## config.mk

```make
export PLATFORM = sky130hd
export DESIGN_NAME = load_store_unit
export DESIGN_NICKNAME = d
export VERILOG_FILES = /design/src/rtl/load_store_unit.sv
export SDC_FILE = /design/constraint.sdc
export NUM_CORES = 1
export LEC_CHECK = 0
export ABC_AREA = 1
export CORE_ASPECT_RATIO = 1.25
export CORE_UTILIZATION = 35
export DETAILED_ROUTE_END_ITERATION = 7
export PLACE_DENSITY = 0.58
export REMOVE_ABC_BUFFERS = 1
export SYNTH_ARGS = -nofsm -noshare
export SYNTH_HDL_FRONTEND = slang
export SYNTH_SLANG_ARGS = --single-unit
```

## constraint.sdc

```tcl
create_clock -name clk -period 5.4 [get_ports clk]
set_input_delay 0.81 -clock clk [delete_from_list [all_inputs] [get_ports clk]]
set_output_delay 0.81 -clock clk [all_outputs]
set_load 0.02 [all_outputs]
```

## src/rtl/load_store_unit.sv

```systemverilog
// Load/store unit: turns single CPU load/store requests into word-memory accesses,
// adding byte/halfword read-modify-write, load extension and alignment errors.
module load_store_unit #(
  parameter int ADDR_W = 15
) (
  input  logic              clk,
  input  logic              rst_n,
  input  logic              req_valid,
  output logic              req_ready,
  input  logic              req_we,
  input  logic [1:0]        req_size,
  input  logic              req_signed,
  input  logic [ADDR_W+1:0] req_addr,
  input  logic [31:0]       req_wdata,
  output logic              resp_valid,
  output logic [31:0]       resp_rdata,
  output logic              resp_err,
  output logic [ADDR_W-1:0] mem_addr,
  output logic              mem_write_en,
  output logic [31:0]       mem_write_data,
  input  logic [31:0]       mem_read_data
);

  typedef enum logic [2:0] {
    IDLE,
    SETUP,
    WRITE,
    HOLD,
    RESP
  } state_t;

  state_t      state;
  state_t      next_state;

  logic        we_q;
  logic [1:0]  size_q;
  logic        signed_q;
  logic [1:0]  lane_q;
  logic [31:0] wdata_q;

  logic        accept;
  logic        req_err;
  logic [7:0]  byte_sel;
  logic [15:0] half_sel;
  logic [31:0] load_data;
  logic [31:0] merged;

  assign accept  = req_valid && (state == IDLE);
  assign req_err = (req_size == 2'b11) ||
                   ((req_size == 2'b01) && req_addr[0]) ||
                   ((req_size == 2'b10) && (req_addr[1:0] != 2'b00));

  always_ff @(posedge clk or negedge rst_n) begin
    if (!rst_n) begin
      state <= IDLE;
    end else begin
      state <= next_state;
    end
  end

  always_comb begin
    next_state = state;
    case (state)
      IDLE: begin
        if (accept) begin
          next_state = req_err ? RESP : SETUP;
        end
      end
      SETUP:   next_state = we_q ? WRITE : RESP;
      WRITE:   next_state = HOLD;
      HOLD:    next_state = RESP;
      RESP:    next_state = IDLE;
      default: next_state = IDLE;
    endcase
  end

  // Lane extraction and extension of the word presented by memory during SETUP.
  always_comb begin
    byte_sel  = mem_read_data[{lane_q, 3'b000} +: 8];
    half_sel  = lane_q[1] ? mem_read_data[31:16] : mem_read_data[15:0];
    load_data = mem_read_data;
    case (size_q)
      2'b00:   load_data = {{24{signed_q & byte_sel[7]}}, byte_sel};
      2'b01:   load_data = {{16{signed_q & half_sel[15]}}, half_sel};
      default: load_data = mem_read_data;
    endcase
  end

  // Sub-word stores keep the untouched lanes of the current memory word.
  always_comb begin
    merged = mem_read_data;
    case (size_q)
      2'b00:   merged[{lane_q, 3'b000} +: 8]   = wdata_q[7:0];
      2'b01:   merged[{lane_q[1], 4'b0000} +: 16] = wdata_q[15:0];
      default: merged = wdata_q;
    endcase
  end

  always_ff @(posedge clk or negedge rst_n) begin
    if (!rst_n) begin
      req_ready      <= 1'b1;
      resp_valid     <= 1'b0;
      resp_rdata     <= 32'h0;
      resp_err       <= 1'b0;
      mem_addr       <= '0;
      mem_write_en   <= 1'b0;
      mem_write_data <= 32'h0;
      we_q           <= 1'b0;
      size_q         <= 2'b00;
      signed_q       <= 1'b0;
      lane_q         <= 2'b00;
      wdata_q        <= 32'h0;
    end else begin
      if (accept) begin
        we_q     <= req_we;
        size_q   <= req_size;
        signed_q <= req_signed;
        lane_q   <= req_addr[1:0];
        wdata_q  <= req_wdata;
        if (!req_err) begin
          mem_addr <= req_addr[ADDR_W+1:2];
        end
      end
      if ((state == SETUP) && we_q) begin
        mem_write_data <= merged;
      end
      mem_write_en <= (state == SETUP) && we_q;
      req_ready    <= (next_state == IDLE);
      resp_valid   <= (next_state == RESP);
      if (next_state == RESP) begin
        // Only a request that goes straight from IDLE to RESP is an error.
        resp_err   <= (state == IDLE);
        resp_rdata <= ((state == SETUP) && !we_q) ? load_data : 32'h0;
      end else begin
        resp_err   <= 1'b0;
        resp_rdata <= 32'h0;
      end
    end
  end

endmodule

```

Fig. 1: routing congestion map
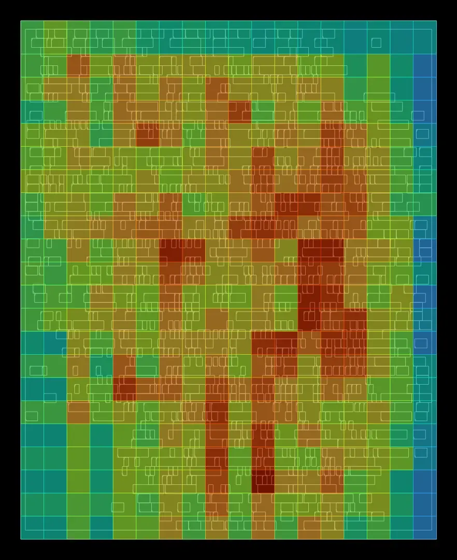
global routing usage on met3: 4.704%
met2 GRT Util: 35.70%
GRT busiest layer: met2

Fig. 2: cell sizes after repair
Scale bar: 20 um.
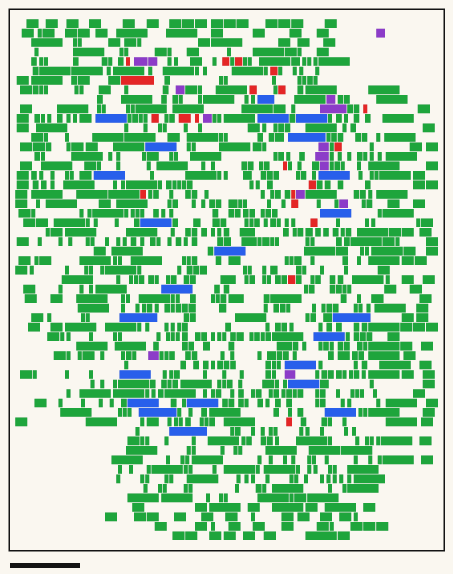
- drive 6 and up: blue (cells 23; share 2.2%; most used clkbuf_16)
- drive 3 to 4: purple (cells 14; share 1.3%; most used buf_4)
- drive 1 or less: green (cells 994; share 95%; most used nand2_1)
- drive 2: red (cells 20; share 1.9%)
Non-CTS buffers: 176
min setup slack post-route: 2.533 ns
post-route cell area: 8925 um^2

Fig. 3: placed cells, one color a class
Scale bar: 20 um.
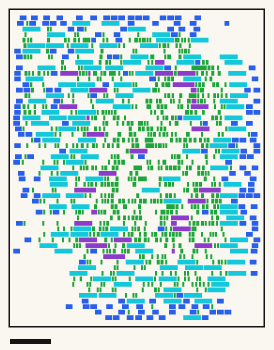
- flops: cyan (cells 124)
- other buffers and delay cells: blue (cells 176)
- all other logic: green (cells 721)
- clock drivers and dummy loads: purple (cells 30)
core area: 18170 um^2
Seq/total area: 34.78%
row count: 55
final core utilization: 49.13%

Fig. 4: gate families picked out
Scale bar: 20 um.
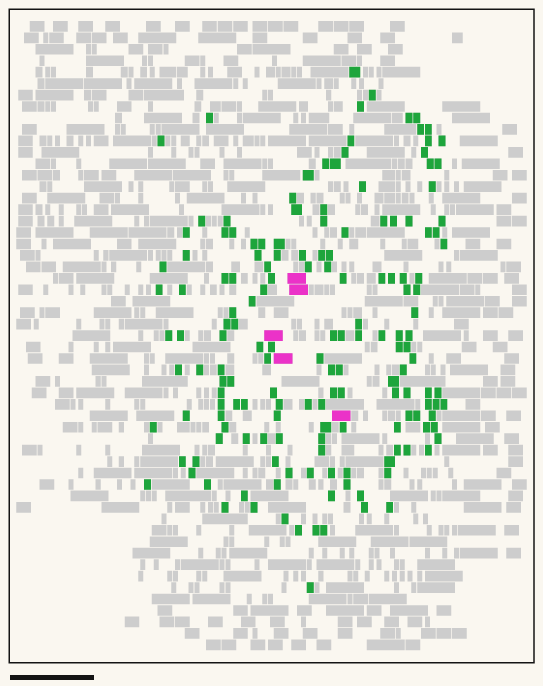
- inverting AOI/OAI gates: green (cells 161)
- adder and majority cells: magenta (cells 5; where center)
most numerous logic cell after layout: nand2_1
Layout Cells excl Fill: 1279
combinational share of cell area: 33.24%

Fig. 5: sequential cells colored by netlist name
Scale bar: 20 um. Other sequential cells in the stronger gray, the rest of the logic in the fainter gray.
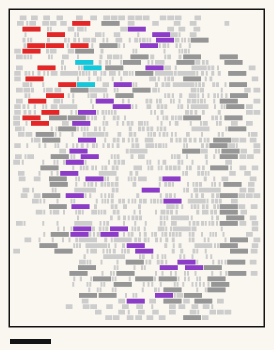
- `mem_addr`: red (flops 15; where upper left)
- `state`: cyan (flops 3)
- `mem_write_data`: purple (flops 32)
- not colored: 74

[registers in the layout, summed over array words and instances (netlist names)]
register and count:
mem_write_data 32, signed_q 1, lane_q 2, wdata_q 32
resp_rdata 32, resp_valid 1, resp_err 1, req_ready 1
mem_write_en 1, state 3, size_q 2, mem_addr 15
we_q 1
[worst reg2reg max path, stage by stage (launching register included)]
cell and delay, ns:
dfrtp_1 0.74, inv_2 0.45, ha_1 0.40, inv_1 0.54, nand3_1 0.16, o21ai_0 0.21, nand3_1 0.11, a21oi_1 0.18
[routing by layer]
metal	routed length, um	vias up
li1	-	3160
met1	8990	2978
met2	9891	225
met3	1275	27
met4	396	0
met5	0	-
[where the power goes]
part	internal, mW	switching [mW]
Combinational	0.924	1.57
Clock	0.826	0.427
Sequential	1.30	0.325
Total	3.05	2.32
==> Changelog: implementation <==
## Implementation

* Post-synthesis mux area share at 0%
* Syn avg cell area at 7.252 um^2
* Buffer share of cell area at 19.54%
* Tightest Pin Transition at 1.057 ns
* ClkCell Share at 7.136%
* Port buffer count at 170
* Status: finished clean
* Seq share, synth at 47.46%
* Seq cells post-synth at 124
* Setup TNS Final at 0 ns
* # Cells Yosys at 902
* Hold path start: mem_addr[8]
* Worst Setup SP: lane_q[1]
* Maximum capacitance violations at 0
* Post-Synthesis Cells at 902
* Clock skew at 0.005161 ns
* Nonclk inv count at 50
* Endpoint type of the worst setup path: flop
* RR Startpoint: lane_q[1]
* Worst hold slack at 0.4673 ns
* Yosys chip area at 6541 um^2
* Top cell type's share of synthesized area at 47.05%
* CP max-delay cell: dfrtp_1
* Crit-path max FO at 36
* CTS tree: done
* WHS Path Cells at 2
Power figures rest on the tool's default switching activity, not on a simulated workload.
